Design led_level_ctrl, sky130hd; sources not shown.
Pin map:
Scale: 4 px per um. Pins as bars across the die edge, other pins in grey.
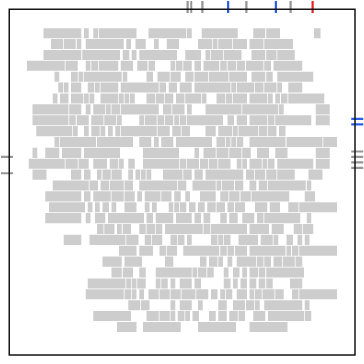
rst_n -> red  # pins 1, direction input, edge top
level -> blue  # pins 4, direction output, edge 2 right, 2 top
Die Span Y: 86.0 um
Die Width: 86.0 um

Logic cells by family:
Scale: 4 px per um.
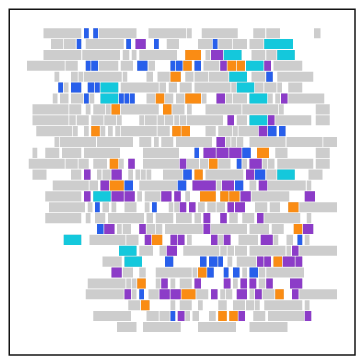
inverting AOI/OAI gates -> purple  # cells 71
adder and majority cells -> cyan  # cells 15
NAND gates -> blue  # cells 45
AND and OR gates -> orange  # cells 31
non-filler cells in the finished layout: 502
top logic cell by instance count in the layout: sky130_fd_sc_hd__nor2_1
Comb area share: 0.483

Wiring by layer:
Scale: 3 px per um. Two of the layers only.
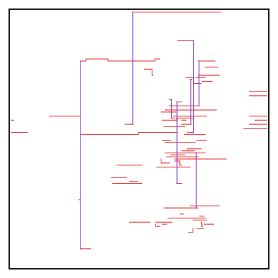
metal 4 -> purple  # wire length 212 um
metal 3 -> red  # wire length 448 um
DR WL/cell: 16.9 um
final routed wirelength across all metal layers: 8500 um
aggregate global-route resource usage: 0.240
vias after detailed routing: 3174

==> flow.log <==
[flow] collecting metrics
[metrics] Worst Slack Setup Final: 0.183 ns
[metrics] Overall Power: 3.07 mW
[metrics] worst min-delay path category: in -> async
[metrics] chip area line of the yosys report: 3650 um^2
[metrics] Post-Synth Simple-Gate Area: 0.239
[metrics] cell at the root of the clock tree: sky130_fd_sc_hd__clkbuf_8
[metrics] max reg flops: 24
[metrics] logic depth of the worst register-to-register path: 11
[metrics] status: completed
[metrics] H-tree lvl count: 3
[metrics] synthesized-area fraction occupied by ao, oa, aoi and oai cells: 0.179
[metrics] Hold WS: 0.162 ns
[metrics] number of buffers inserted during clock tree synthesis: 9
[metrics] total gr overflow: 0
[metrics] endpoints failing hold: 0
[metrics] endpoint kind of the worst setup timing path: register
[metrics] number of port buffers: 14
[metrics] power per cell area: 749 nW/um^2
[metrics] Min Clock Period, post-route: 3.02 ns
[metrics] portion of synthesized cell area occupied by the leading cell type: 0.226
[metrics] number of setup violations in the final report: 0
[metrics] largest non-sequential cell family by area: simple AND/OR/NAND/NOR gates
[metrics] setup total negative slack: 0 ns
[metrics] critical setup path kind: reg -> reg
[metrics] buffer and inverter count on the worst path: 1
[metrics] worst-path cell with the longest stage delay: sky130_fd_sc_hd__dfrtp_1
[metrics] maximum capacitance violations: 0
[metrics] final instance area: 4090 um^2
[metrics] Synth Register Bits: 60
[metrics] overall chip area: 7400 um^2
[metrics] 1st-pass router iterations: 4
[metrics] worst clock skew: 0.0136 ns
[metrics] CTS clk-pin slew, worst paths: 0.07 ns
[metrics] flip-flop cell with the highest count after synthesis: sky130_fd_sc_hd__dfrtp_1
[metrics] total number of cells along the worst setup path: 11
[metrics] Critical Path Start Type: register
[metrics] placer's final routability congestion estimate: 0.891
[metrics] via count normalized by instance count: 6.32
[metrics] total count of max-transition violations in the final report: 0
[metrics] most common cell in the synthesized netlist: sky130_fd_sc_hd__nor2_1
[metrics] period utilization: 0.943
[metrics] worst-case headroom to the max-slew limit: 0.343
[metrics] tally of yosys warning messages: 0
[metrics] Worst path most repeated cell: sky130_fd_sc_hd__ha_1
[metrics] worst path cell trace: inv_1 > ha_1 > nor2b_1 > o211a_1 > or2_2 > ha_1 > a21o_1 > a21oi_1 > or3_1 > a2111o_1 > o221ai_1
[metrics] post-layout net count: 442
[metrics] wire length of the first global-routing pass: 14000 um
[metrics] Clock Tree Buf Depth: 2
[metrics] largest driver fanout on the critical path: 6
[metrics] leakage dissipation: 1.61 nW
[power breakdown]
group	switching [mW]	total, mW	internal (mW)
Clock	0.316	0.661	0.346
Sequential	0.148	1.06	0.912
Combinational	0.809	1.35	0.536
[routing by layer]
| layer | up-vias | wire (um) | GRT usage |
|---|---|---|---|
| li1 | 1505 | - | - |
| met1 | 1535 | 3960 | 0.335 |
| met2 | 114 | 3870 | 0.363 |
| met3 | 20 | 448 | 0.0490 |
| met4 | 0 | 212 | 0.105 |
| met5 | - | 0 | 0 |
[cell type report]
class | instances | area (um^2)
Multi-Input combinational cell | 300 | 1980
Fill cell | 437 | 1830
Sequential cell | 60 | 1540
Clock inverter | 4 | 22.5
Clock buffer | 12 | 166
Timing Repair Buffer | 15 | 155
Inverter | 19 | 71.3
Tap cell | 75 | 93.8
Buffer | 17 | 71.3
[layout by cell type (no fill, tap or decap), types with 10 or more instances in the layout]
cell type and n:
sky130_fd_sc_hd__nor2_1 41, sky130_fd_sc_hd__dfrtp_1 33, sky130_fd_sc_hd__o21ai_0 29, sky130_fd_sc_hd__dfstp_2 27, sky130_fd_sc_hd__nand2_1 23, sky130_fd_sc_hd__inv_1 19
sky130_fd_sc_hd__nor3_1 18, sky130_fd_sc_hd__xnor2_1 16, sky130_fd_sc_hd__ha_1 14, sky130_fd_sc_hd__or3_1 13, sky130_fd_sc_hd__clkdlybuf4s50_1 13, sky130_fd_sc_hd__nor4_1 12
sky130_fd_sc_hd__clkbuf_1 11, sky130_fd_sc_hd__a22o_1 11, sky130_fd_sc_hd__nand3_1 10, sky130_fd_sc_hd__a21oi_1 10, sky130_fd_sc_hd__clkbuf_8 10
No activity file was given, so power comes from the tool's default toggle rates.
